flops_by_reg.png
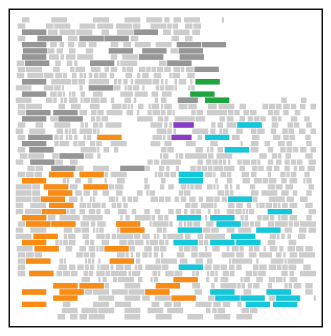
wires.png
Scale bar: 50 um.
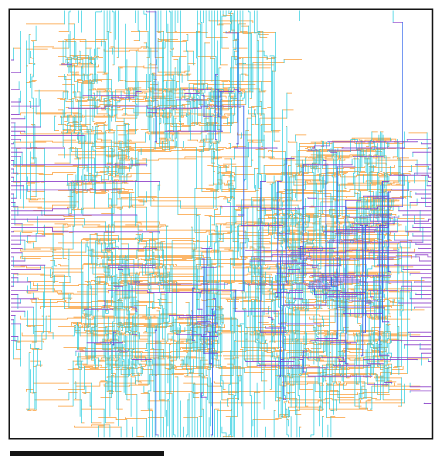
io_placement.png
Pins as bars across the die edge, other pins in gray.
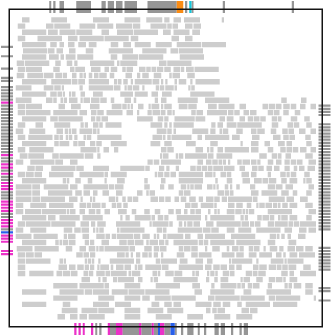
`src/rtl/load_store_unit.sv`:
```
// load_store_unit
//   Memory-access stage controller between execute and a word-organised,
//   synchronous-read data memory. Decodes RISC-V load/store width from
//   funct3, produces the word address, byte enables and lane-shifted write
//   data, and extends load data. An access that straddles a word boundary
//   becomes two aligned memory transactions; the requester waits for the
//   response pulse.
//
// Ports
//   clk, rst      clock (rising edge), asynchronous active-high reset
//   req_valid     pipeline presents an access
//   req_ready     unit idle; request accepted this cycle if req_valid
//   req_we        1 = store, 0 = load
//   req_funct3    000 b, 001 h, 010 w, 100 bu, 101 hu; others illegal
//   req_addr      byte address
//   req_wdata     store data, right-justified
//   resp_valid    one-cycle completion pulse
//   resp_rdata    extended load data (0 for stores, errors, idle)
//   resp_err      illegal funct3, valid with resp_valid
//   mem_en/mem_we memory access / write strobe
//   mem_addr      word-aligned address
//   mem_be        byte enables, bit i = lane i
//   mem_wdata     lane-aligned write data
//   mem_rdata     read word, valid the cycle after a read access
module load_store_unit #(
  parameter int WIDTH = 32
) (
  input  logic             clk,
  input  logic             rst,
  input  logic             req_valid,
  output logic             req_ready,
  input  logic             req_we,
  input  logic [2:0]       req_funct3,
  input  logic [WIDTH-1:0] req_addr,
  input  logic [WIDTH-1:0] req_wdata,
  output logic             resp_valid,
  output logic [WIDTH-1:0] resp_rdata,
  output logic             resp_err,
  output logic             mem_en,
  output logic             mem_we,
  output logic [WIDTH-1:0] mem_addr,
  output logic [3:0]       mem_be,
  output logic [WIDTH-1:0] mem_wdata,
  input  logic [WIDTH-1:0] mem_rdata
);

  typedef enum logic [1:0] {IDLE, ACC0, ACC1, DONE} state_t;

  state_t state, state_nxt;

  // Request captured at accept; data registers carry no reset.
  logic [WIDTH-1:0] addr_p0;
  logic [WIDTH-1:0] wdata_p0;
  logic             we_p0;
  logic [2:0]       f3_p0;
  logic             err_p0;
  // First word of a split load, captured while the second word is read.
  logic [WIDTH-1:0] rdata0_p1;

  logic [1:0]         off;
  logic [3:0]         size_be;
  logic [7:0]         be8;
  logic [WIDTH-1:0]   wmask;
  logic [2*WIDTH-1:0] d64;
  logic [2*WIDTH-1:0] r64;
  logic               split;
  logic [WIDTH-1:0]   waddr0;
  logic [WIDTH-1:0]   waddr1;

  // bu/hu have no store counterpart, so they are illegal with we=1.
  function automatic logic legal_f3(input logic we, input logic [2:0] f3);
    case (f3)
      3'b000, 3'b001, 3'b010: legal_f3 = 1'b1;
      3'b100, 3'b101:         legal_f3 = ~we;
      default:                legal_f3 = 1'b0;
    endcase
  endfunction

  function automatic logic [3:0] size_mask(input logic [1:0] sz);
    case (sz)
      2'b00:   size_mask = 4'b0001;
      2'b01:   size_mask = 4'b0011;
      default: size_mask = 4'b1111;
    endcase
  endfunction

  // Shift the gathered bytes down to bit 0 and extend to the access width.
  function automatic logic [WIDTH-1:0] extend_load(input logic [2*WIDTH-1:0] raw,
                                                   input logic [1:0]         sh_off,
                                                   input logic [2:0]         f3);
    logic [2*WIDTH-1:0] sh;
    logic signed [7:0]  sb;
    logic signed [15:0] shw;
    sh  = raw >> {sh_off, 3'b000};
    sb  = sh[7:0];
    shw = sh[15:0];
    case (f3)
      3'b000:  extend_load = WIDTH'(sb);
      3'b001:  extend_load = WIDTH'(shw);
      3'b100:  extend_load = WIDTH'(sh[7:0]);
      3'b101:  extend_load = WIDTH'(sh[15:0]);
      default: extend_load = sh[WIDTH-1:0];
    endcase
  endfunction

  assign off     = addr_p0[1:0];
  assign size_be = size_mask(f3_p0[1:0]);
  assign be8     = {4'b0000, size_be} << off;
  assign split   = |be8[7:4];
  assign wmask   = {{8{size_be[3]}}, {8{size_be[2]}}, {8{size_be[1]}}, {8{size_be[0]}}};
  assign d64     = {{WIDTH{1'b0}}, wdata_p0 & wmask} << {off, 3'b000};
  assign waddr0  = {addr_p0[WIDTH-1:2], 2'b00};
  assign waddr1  = waddr0 + WIDTH'(4);
  assign r64     = split ? {mem_rdata, rdata0_p1} : {{WIDTH{1'b0}}, mem_rdata};

  assign req_ready = (state == IDLE) & ~rst;

  // Control state
  always_ff @(posedge clk or posedge rst) begin
    if (rst) begin
      state  <= IDLE;
      err_p0 <= 1'b0;
    end else begin
      state <= state_nxt;
      if (state == IDLE && req_valid) begin
        err_p0 <= ~legal_f3(req_we, req_funct3);
      end
    end
  end

  // Accepted request and first-word read data
  always_ff @(posedge clk) begin
    if (state == IDLE && req_valid) begin
      addr_p0  <= req_addr;
      wdata_p0 <= req_wdata;
      we_p0    <= req_we;
      f3_p0    <= req_funct3;
    end
    if (state == ACC1) begin
      rdata0_p1 <= mem_rdata;
    end
  end

  always_comb begin
    state_nxt  = state;
    mem_en     = 1'b0;
    mem_we     = 1'b0;
    mem_addr   = '0;
    mem_be     = 4'b0000;
    mem_wdata  = '0;
    resp_valid = 1'b0;
    resp_err   = 1'b0;
    resp_rdata = '0;
    case (state)
      IDLE: begin
        if (req_valid) begin
          state_nxt = legal_f3(req_we, req_funct3) ? ACC0 : DONE;
        end
      end
      ACC0: begin
        mem_en    = ~rst;
        mem_we    = we_p0 & ~rst;
        mem_addr  = waddr0;
        mem_be    = be8[3:0];
        mem_wdata = d64[WIDTH-1:0];
        state_nxt = split ? ACC1 : DONE;
      end
      ACC1: begin
        mem_en    = ~rst;
        mem_we    = we_p0 & ~rst;
        mem_addr  = waddr1;
        mem_be    = be8[7:4];
        mem_wdata = d64[2*WIDTH-1:WIDTH];
        state_nxt = DONE;
      end
      DONE: begin
        resp_valid = 1'b1;
        resp_err   = err_p0;
        if (!we_p0 && !err_p0) begin
          resp_rdata = extend_load(r64, off, f3_p0);
        end
        state_nxt = IDLE;
      end
      default: state_nxt = IDLE;
    endcase
  end

endmodule

```
`config.mk`:
```
export PLATFORM = sky130hd
export DESIGN_NAME = load_store_unit
export DESIGN_NICKNAME = d
export VERILOG_FILES = /design/src/rtl/load_store_unit.sv
export SDC_FILE = /design/constraint.sdc
export NUM_CORES = 1
export LEC_CHECK = 0
export ABC_AREA = 0
export CAP_MARGIN = 40
export CORE_AREA = 2 2 135 137
export DETAILED_ROUTE_END_ITERATION = 10
export DIE_AREA = 0 0 137 139
export PLACE_DENSITY = 0.71
export SLEW_MARGIN = 0
export SYNTH_ARGS = -nofsm -noshare
export SYNTH_HDL_FRONTEND = slang
export SYNTH_SLANG_ARGS = --single-unit
```
`constraint.sdc`:
```
create_clock -name clk -period 3.2 [get_ports clk]
set_input_delay 0.48 -clock clk [delete_from_list [all_inputs] [get_ports clk]]
set_output_delay 0.48 -clock clk [all_outputs]
set_load 0.05 [all_outputs]
```
==> run notes <==
flow finished, numbers: power per cell area roughly 790 mW/mm^2, Worst path top cell family by delay AND-OR/OR-AND gates, Worst Path Required around 2.7 ns, CP cell instances buf_12 > nor2b_1 > a211oi_4 > o211ai_1 > o21ai_2 > buf_4, CP Capture Type primary output, CP peak stage delay between 0.6 and 0.7 ns, Lkg Pwr approximately 3.8 nW, worst slew pin tran 0.752 ns, reg2reg start state[1], Non-Filler Instances around 1200, worst path buffer plus inverter count 2, starting utilization of the core area 0.409, Clock Sinks ~95, distinct lib cells ~72, cts bufs inserted 9, first-pass GRT wire length between 30000 and 40000 um, flop-to-flop setup slack about 1.3 ns, Comb gate area between 0.004 and 0.005 mm^2, # port buffers about 210, Die X 137 um, GR Overflow Total 0, post-synthesis sequential area ratio 0.393, Hold Vio Cnt, Final 0, drt wl/cell 21.7 um, fin. max-slew vios 0, Cell Rows just under 50, Vias/cell roughly 6.3, top cells by area, synth edfxtp_1 38%, mux2i_1 6.8%, o211ai_1 3.3%, a22oi_1 3.1%, nand2_1 2.8%, DRC 0, clock skew just under 0.01 ns, Setup Viol. Count Final 0, total track usage 0.261, flip-flops with a built-in enable ~92, core area 0.0177 mm^2, Critical Path Start Type flip-flop, Post-CTS Setup Inserts 0, most numerous cell in the Yosys netlist edfxtp_1, synthesized area per cell slightly below 10 um^2, CP Max Fanout a little under 50, die height 139 um, Synth Flop Type edfxtp_1, routed wire length between 20000 and 30000 um, Latency at later pin around 0.36 ns, initial antenna violation count 0, Final period util 0.962, dpl cells between 1000 and 1500, post-route ant nets 0, worst rel slew slack 0.495, reg-to-reg endpoint addr_p0[13], HPWL after DPL around 18000 um, clock root buffer clkbuf_16, Crit path arrival time approximately 2.6 ns, Log Warnings 31, Max Clk Rate 325 MHz, outcome finished, final reports clean, #FFs+latches synth 95, Layout fillers around 1500, Largest type area fraction 0.383, Pre-antenna DRT Iters 5, synth cell count leaders 92 x edfxtp_1, 54 x nand2_1, 49 x mux2i_1
Back to the opening pictures, flops_by_reg.png:
`f3_p0`: shown in green, placed flops 3. `state`: shown in purple, placed flops 2. `wdata_p0`: shown in orange, placed flops 32. `rdata0_p1`: shown in cyan, placed flops 24.
sequential power: 1.97 mW
Seq area share: 0.264
FF/Latch Area: 0.00284 mm^2
final core occ: 0.608

Back to the opening pictures, wires.png:
metal 2: shown in cyan, wire length 11900 um. metal 1: shown in orange, wire length 9940 um. metal 3: shown in purple, wire length 2240 um. metal 4: shown in blue, wire length 1030 um.

Back to the opening pictures, io_placement.png:
`req_funct3`: shown in orange, pins 3, direction input, edge top. `resp_err`: shown in cyan, pins 1, direction output, edge top. `mem_be`: shown in blue, pins 4, direction output, edge 3 bottom, 1 left. `req_wdata`: shown in magenta, pins 32, direction input, edge 20 left, 12 bottom.
All pins by edge: 58 left, 53 bottom, 50 right, 47 top.

logic make-up (layout without fill, tap and decap cells):
| logic type | after synthesis | after routing | share of synthesized area |
|---|---|---|---|
| AND-OR/OR-AND | 287 | 287 | 0.295 |
| AND/OR/NAND/NOR | 201 | 201 | 0.149 |
| flip-flops | 95 | 95 | 0.393 |
| buffers and inverters | 80 | 272 | 0.0543 |
| multiplexers | 68 | 68 | 0.0980 |
| adder cells (fa/ha/maj) | 6 | 6 | 0.0104 |
| other | 1 | 2 | 0.000520 |
power breakdown:
part           switching [mW]  internal [mW]
Sequential              0.242           1.72
Combinational            3.26           2.24
Clock                   0.532          0.547
worst max-delay path by stage:
stage	from	endpoint	slack [ns]	cells past startpoint
2_1_floorplan	state[0]	mem_addr[19]	-0.33	5
3_3_place_gp	mem_rdata[23]	resp_rdata[14]	0.08	6
3_5_place_dp	mem_rdata[23]	resp_rdata[8]	0.34	7
4_1_cts	state[1]	mem_addr[13]	0.07	7
5_1_grt	addr_p0[1]	resp_rdata[30]	0.02	6
6_report	addr_p0[1]	resp_rdata[30]	0.12	6
layout by cell type (no fill, tap or decap), types with 9 or more instances in the layout:
| master | Yosys | routed |
|---|---|---|
| o22ai_1 | 15 | 15 |
| nand4_1 | 9 | 9 |
| mux2_2 | 10 | 10 |
| and2_1 | 31 | 30 |
| o21ai_1 | 14 | 17 |
| buf_4 | 7 | 60 |
| o21ai_0 | 32 | 25 |
| nor2_1 | 35 | 35 |
| and3_1 | 12 | 12 |
| nand3_1 | 11 | 10 |
| edfxtp_1 | 92 | 92 |
| mux2i_1 | 49 | 49 |
| a21oi_1 | 15 | 15 |
| a211oi_1 | 10 | 10 |
| a31oi_1 | 23 | 13 |
| nand2b_1 | 11 | 11 |
| a22oi_1 | 30 | 30 |
| o211ai_1 | 32 | 32 |
| a221oi_1 | 14 | 14 |
| buf_12 | 1 | 80 |
| nand2_1 | 54 | 54 |
| clkdlybuf4s50_1 | 0 | 105 |
| a22o_1 | 12 | 12 |
| a31oi_2 | 0 | 10 |
| clkbuf_16 | 0 | 9 |
| o21ai_2 | 10 | 14 |
registers in the layout (all words and copies together) (netlist names):
| name | cells |
|---|---|
| state | 2 |
| we_p0 | 1 |
| err_p0 | 1 |
| wdata_p0 | 32 |
| f3_p0 | 3 |
| addr_p0 | 32 |
| rdata0_p1 | 24 |
layer usage:
layer	global-route usage	wire length (um)	vias to the layer above
li1	-	-	3330
met4	0.106	1030	0
met1	0.337	9940	3469
met3	0.0647	2240	77
met5	0	0	-
met2	0.417	11900	404
through the flow:
step                      hold WS (ns)   util  setup TNS [ns]  setup slack [ns]  cell area [um^2]
after floorplan                  0.234      -           -1.06            -0.327              7400
after global placement           0.551  0.590               0            0.0829             10400
after detailed placement         0.564  0.591               0             0.341             10400
after CTS                        0.342  0.608               0            0.0723             10700
after global routing             0.370  0.608               0            0.0231             10700
final                            0.348  0.608               0             0.120             10700
final cells by class:
| class | instances | share of cell area |
|---|---|---|
| inverter | 11 | 0.00384 |
| multi-input combinational | 564 | 0.390 |
| clock inverter | 7 | 0.00594 |
| clock buffer | 9 | 0.0210 |
| timing repair buffer | 245 | 0.289 |
| tap | 229 | 0.0267 |
| sequential | 95 | 0.264 |
Power and IR drop assume default switching activity.
